===== config.mk =====
export PLATFORM = sky130hd
export DESIGN_NAME = serial_frame_receiver
export DESIGN_NICKNAME = d
export VERILOG_FILES = /design/src/rtl/serial_frame_receiver.sv
export SDC_FILE = /design/constraint.sdc
export NUM_CORES = 1
export LEC_CHECK = 0
export CAP_MARGIN = 20
export CORE_MARGIN = 10
export CORE_UTILIZATION = 48
export CTS_BUF_LIST = sky130_fd_sc_hd__clkbuf_16
export DETAILED_ROUTE_END_ITERATION = 10
export PLACE_DENSITY = 0.79
export SYNTH_ARGS = -nofsm -noshare
export SYNTH_HDL_FRONTEND = slang
export SYNTH_SLANG_ARGS = --single-unit

===== constraint.sdc =====
create_clock -name clk -period 2.25 [get_ports clk]
set_input_delay 0.45 -clock clk [delete_from_list [all_inputs] [get_ports clk]]
set_output_delay 0.45 -clock clk [all_outputs]
set_load 0.01 [all_outputs]

===== src/rtl/serial_frame_receiver.sv =====
// Serial frame receiver: samples din on rising edges of the divided bit clock,
// assembles MSB-first frames and presents them through a valid/ack handshake.
module serial_frame_receiver #(
    parameter int WIDTH = 8,
    parameter int CNT_W = 6
) (
    input  logic                   clk,
    input  logic                   reset,
    input  logic                   clkTx,
    input  logic                   dinValid,
    input  logic                   din,
    input  logic                   rxAck,
    output logic [3*WIDTH+8-1:0]   dataOut,
    output logic [WIDTH-1:0]       opA,
    output logic [WIDTH-1:0]       opB,
    output logic [WIDTH-1:0]       result,
    output logic [3:0]             opSel,
    output logic [3:0]             flags,
    output logic                   dataValid,
    output logic                   rxBusy,
    output logic                   frameErr,
    output logic                   overrun,
    output logic [7:0]             frameCnt
);
    localparam int FRAME_W = 3*WIDTH+8;
    localparam logic [0:0] IDLE = 1'b0;
    localparam logic [0:0] RECV = 1'b1;

    logic [0:0]         state_q, state_d;
    logic [FRAME_W-1:0] shift_q, shift_d;
    logic [FRAME_W-1:0] data_q, data_d;
    logic [CNT_W-1:0]   cnt_q, cnt_d;
    logic               clk_tx_q;
    logic               valid_q, valid_d;
    logic               frame_err_q, frame_err_d;
    logic               overrun_q, overrun_d;
    logic [7:0]         frame_cnt_q, frame_cnt_d;
    logic               rise;
    logic               last_bit;

    assign rise     = clkTx & ~clk_tx_q;
    assign last_bit = (cnt_q == CNT_W'(FRAME_W-1));

    always_comb begin
        state_d     = state_q;
        shift_d     = shift_q;
        data_d      = data_q;
        cnt_d       = cnt_q;
        frame_cnt_d = frame_cnt_q;
        frame_err_d = 1'b0;
        overrun_d   = 1'b0;
        valid_d     = valid_q;
        if (valid_q && rxAck) begin
            valid_d = 1'b0;
        end
        case (state_q)
            IDLE: begin
                if (rise && dinValid) begin
                    shift_d = {{(FRAME_W-1){1'b0}}, din};
                    cnt_d   = CNT_W'(1);
                    state_d = RECV;
                end
            end
            default: begin
                // Losing the qualifier aborts immediately, even on a sampling edge.
                if (!dinValid) begin
                    frame_err_d = 1'b1;
                    cnt_d       = '0;
                    state_d     = IDLE;
                end else if (rise) begin
                    shift_d = {shift_q[FRAME_W-2:0], din};
                    if (last_bit) begin
                        // Completion beats a same-cycle ack: the new frame stays valid.
                        data_d      = shift_d;
                        valid_d     = 1'b1;
                        overrun_d   = valid_q && !rxAck;
                        frame_cnt_d = frame_cnt_q + 8'd1;
                        cnt_d       = '0;
                        state_d     = IDLE;
                    end else begin
                        cnt_d = cnt_q + CNT_W'(1);
                    end
                end
            end
        endcase
    end

    always_ff @(posedge clk or negedge reset) begin
        if (!reset) begin
            state_q     <= IDLE;
            shift_q     <= '0;
            data_q      <= '0;
            cnt_q       <= '0;
            clk_tx_q    <= 1'b0;
            valid_q     <= 1'b0;
            frame_err_q <= 1'b0;
            overrun_q   <= 1'b0;
            frame_cnt_q <= '0;
        end else begin
            state_q     <= state_d;
            shift_q     <= shift_d;
            data_q      <= data_d;
            cnt_q       <= cnt_d;
            clk_tx_q    <= clkTx;
            valid_q     <= valid_d;
            frame_err_q <= frame_err_d;
            overrun_q   <= overrun_d;
            frame_cnt_q <= frame_cnt_d;
        end
    end

    assign dataOut   = data_q;
    assign opA       = data_q[FRAME_W-1 -: WIDTH];
    assign opB       = data_q[FRAME_W-1-WIDTH -: WIDTH];
    assign result    = data_q[FRAME_W-1-2*WIDTH -: WIDTH];
    assign opSel     = data_q[7:4];
    assign flags     = data_q[3:0];
    assign dataValid = valid_q;
    assign rxBusy    = (state_q == RECV);
    assign frameErr  = frame_err_q;
    assign overrun   = overrun_q;
    assign frameCnt  = frame_cnt_q;

endmodule


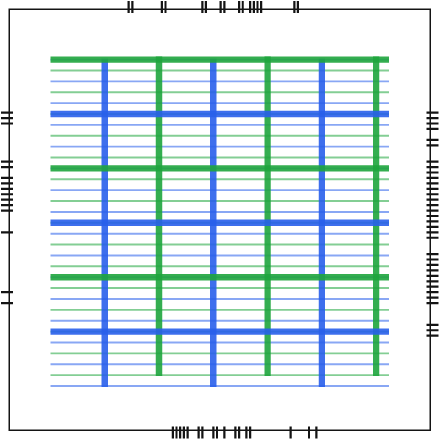
**Above:** power grid.
Scale: 4 px per um. Pins as bars on the die edge.
- VDD: green
- VSS: blue
- met5 straps: 6
- signal pins: 82
- met4 straps: 6
- met1 rails: 31
DIE HEIGHT: 105 um
Die Span X: 105 um
VDD IR-drop max: 401 uV

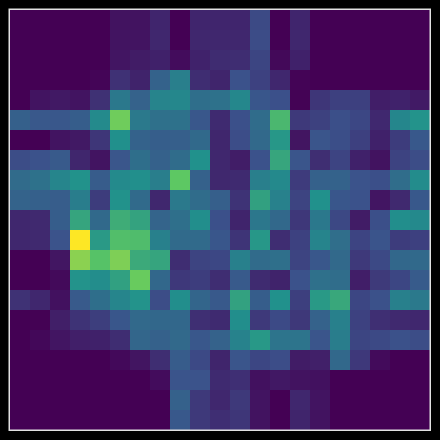
**Above:** wiring heat map.
Scale: 4 px per um. 21 x 21 tiles, from dark purple (low) to yellow (high), scaled to the fullest tile. Values are wire area over tile area, all layers added.
- mean over tiles: 0.098
- tiles over half the peak: 7.0%
- nearly empty tiles: 24%
final WL: 6730 um
via count: 2202
Total Routing Usage GR: 12.2%
WL/cell: 16.4 um

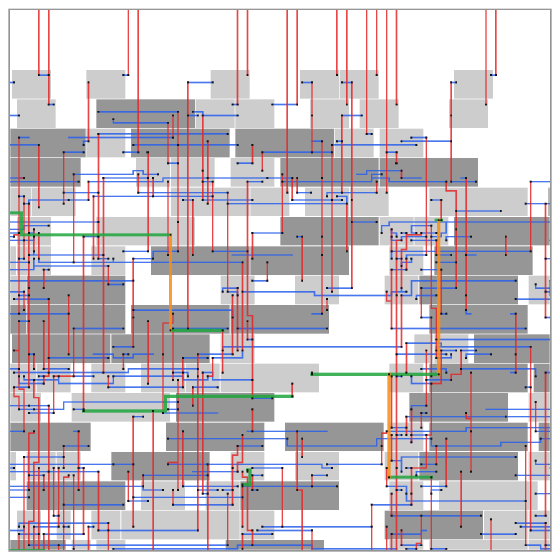
**Above:** a small window of the routed layout.
Window x 27 to 77, y 48 to 98 um. Cells in grey, sequential cells in the stronger grey; small squares are vias.
- met2: red
- met1: blue
- met4: orange
- met3: green
- sequential cells in the window: 33
- cells with their middle in the window: 95
- netlist names of flops here include: `shift_q` (21), `dataOut` (10)
- most frequent: dfrtp_1 (33), a22o_1 (22), clkdlybuf4s50_1 (16)

==> impl_metrics.tcl <==
# flow metrics
set metrics [dict create \
    worstPathArrival_ns 2.11 \
    critPathMaxStageDelay_ns 0.43 \
    fp_util_pct 50.1 \
    syn_area_sq_um 3460 \
    postSynthAreaPerCell_sq_um 13.6 \
    ys_types 31 \
    fmax_mhz 526 \
    critPathBufInv 1 \
    power_density_nw_per_um2 700 \
    ys_seq_share_pct 59.3 \
    antennaDiodeCount 0 \
    status "finished clean" \
    cts_root_buf "clkbuf_16" \
    period_minus_slack_ns 1.90 \
    post-route-period-util_pct 84.5 \
    num-nets-final 320 \
    finalSetupTns_ns 0 \
    core_sq_um 6910 \
    ys.flops 82 \
    hold_path.class "input port to asynchronous set/reset pin" \
    fin_ws_ns 0.348 \
    grt_pass1_vias 2265 \
    critPathRequiredTime_ns 2.45 \
    htreeDepth 3 \
    final_hold_viol_count 0 \
    leakage_nw 2.06 \
    gp_congestion 0.769 \
    openroad.warnings 26 \
    area_growth_pct 29.2 \
    yosysCellCount 255 \
    synth_top_flop_cell "dfrtp_1" \
    setup_viol 0 \
    route.met2.wl_um 3190 \
    grt_pass1_wl_um 11200 \
    path_clk_slew_ns 0.06 \
    synth-edff-count 0 \
    ios 82 \
    cts_hold_buf 0 \
    post_cts_resized 0 \
    ant_nets 0 \
    cts_buffer_depth 2 \
    cts_tree "done" \
    drive_above_1_share_pct 19.7 \
    rsz0062_at_grt "false" \
    crit_slowest_cell "dfrtp_1" \
    vias_per_cell 5.36 \
    yosysWarnings 0 \
    cp_cell_sequence "ha_1, nand3_4, nor4_4, buf_12, mux2_2" \
]
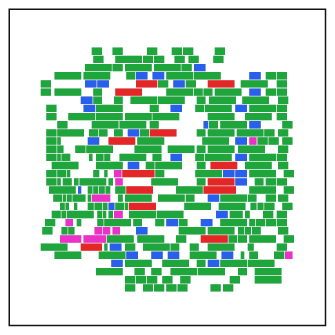
**Above:** sizing map.
Scale: 3 px per um.
- drive 1 or less: green (cells 253; most used dfrtp_1)
- drive 2: blue (cells 37; most used mux2_2)
- drive 6 and up: red (cells 13; most used clkbuf_16)
- drive 3 to 4: magenta (cells 12; most used buf_4)

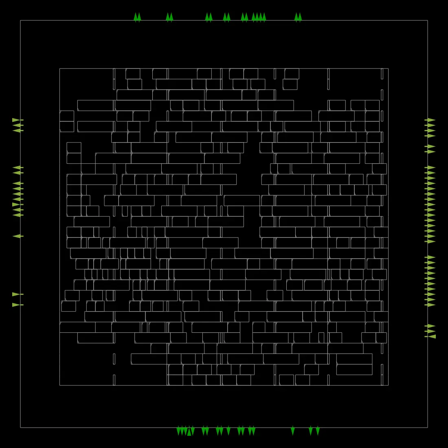
**Above:** placement view.
num tapcells: 96
Fill cells: 513
# rows: 30
post-route insts no fill: 411

==> stage by stage <==
stage / hold slack (ns) / util [%] / instance area, sq um
floorplan: 0.154 / - / 3460
finish: 0.151 / 64.7 / 4470
global placement: 0.461 / 60.3 / 4160
detailed placement: 0.470 / 60.3 / 4160
global route: 0.208 / 64.7 / 4470
CTS: 0.176 / 64.7 / 4470
==> synthesized netlist by cell type (all sizes together) (2+ instances only) <==
cell / n / area share (%)
xnor2: 6 / 1.5
buf: 36 / 8.2
nand2b: 4 / 0.72
nor2: 7 / 0.76
o21ai: 5 / 0.72
clkbuf: 7 / 0.76
o2bb2ai: 2 / 0.51
nand3b: 2 / 0.80
inv: 3 / 0.33
mux2: 34 / 11
a21oi: 4 / 0.58
nand4: 5 / 0.90
a22o: 33 / 8.4
ha: 2 / 0.72
dfrtp: 82 / 59
and3: 2 / 0.36
nand3: 6 / 1.2
nand2: 6 / 0.65
==> routing by layer <==
layer | global-route usage (%) | vias to the layer above
met1 | 14.8 | 1118
met4 | 4.71 | 0
met5 | 0 | -
li1 | - | 1009
met2 | 19.3 | 67
met3 | 4.55 | 8
==> cells by family (layout without fill, tap and decap cells) <==
kind of cell	Yosys count	after routing	synth area share [%]
multiplexers	34	34	11.1
buffers and inverters	46	106	9.33
flip-flops	82	82	59.3
XOR/XNOR	7	7	1.77
AND/OR/NAND/NOR	37	37	6.95
AND-OR/OR-AND	47	47	10.8
adder cells (fa/ha/maj)	2	2	0.723
==> flip-flops by register name, summed over array words and instances (netlist names) <==
signal     flops
frameErr       1
rxBusy         1
frameCnt       8
dataOut       32
clk_tx_q       1
cnt_q          6
dataValid      1
shift_q       31
overrun        1
==> power breakdown <==
part           switching (mW)  internal [mW]
Combinational          0.0693         0.0457
Clock                   0.536          0.958
Sequential             0.0239           1.49
Total                   0.630           2.50
==> final cells by class <==
type	count	area [sq um]	area share, %
tap	96	120	2.69
multi-input combinational	127	1090	24.3
clock inverter	5	81.3	1.82
sequential	82	2050	45.9
inverter	3	11.3	0.252
timing repair buffer	89	893	20.0
clock buffer	9	225	5.04
==> cells in the final DEF, fill, tap and decap left out, drive strengths merged, types with 2 or more instances in the layout <==
cell,instances
inv,3
nand2b,4
o21ai,5
clkdlybuf4s50,80
xnor2,6
nand4,5
clkbuf,9
ha,2
nor2,7
buf,9
mux2,34
clkinv,2
nand2,6
a21oi,4
bufinv,2
a22o,33
nand3,6
dfrtp,82
nand3b,2
o2bb2ai,2
and3,2
==> path summary, 6_finish.rpt <==
path,from,endpoint,slack [ns],cells past startpoint
max in group asynchronous,reset,frameCnt[1]$_DFFE_PN0P_,1.47,2
worst max register to register,cnt_q[0]$_DFFE_PN0P_,dataOut[10]$_DFFE_PN0P_,0.35,5
worst max-delay path,cnt_q[0]$_DFFE_PN0P_,dataOut[10]$_DFFE_PN0P_,0.35,5
worst min register to register,frameCnt[7]$_DFFE_PN0P_,frameCnt[7]$_DFFE_PN0P_,0.48,1
min in group clk,frameCnt[7]$_DFFE_PN0P_,frameCnt[7]$_DFFE_PN0P_,0.48,1
worst min-delay path,reset,frameCnt[3]$_DFFE_PN0P_,0.15,1
Power is estimated from default activity; no workload was simulated.
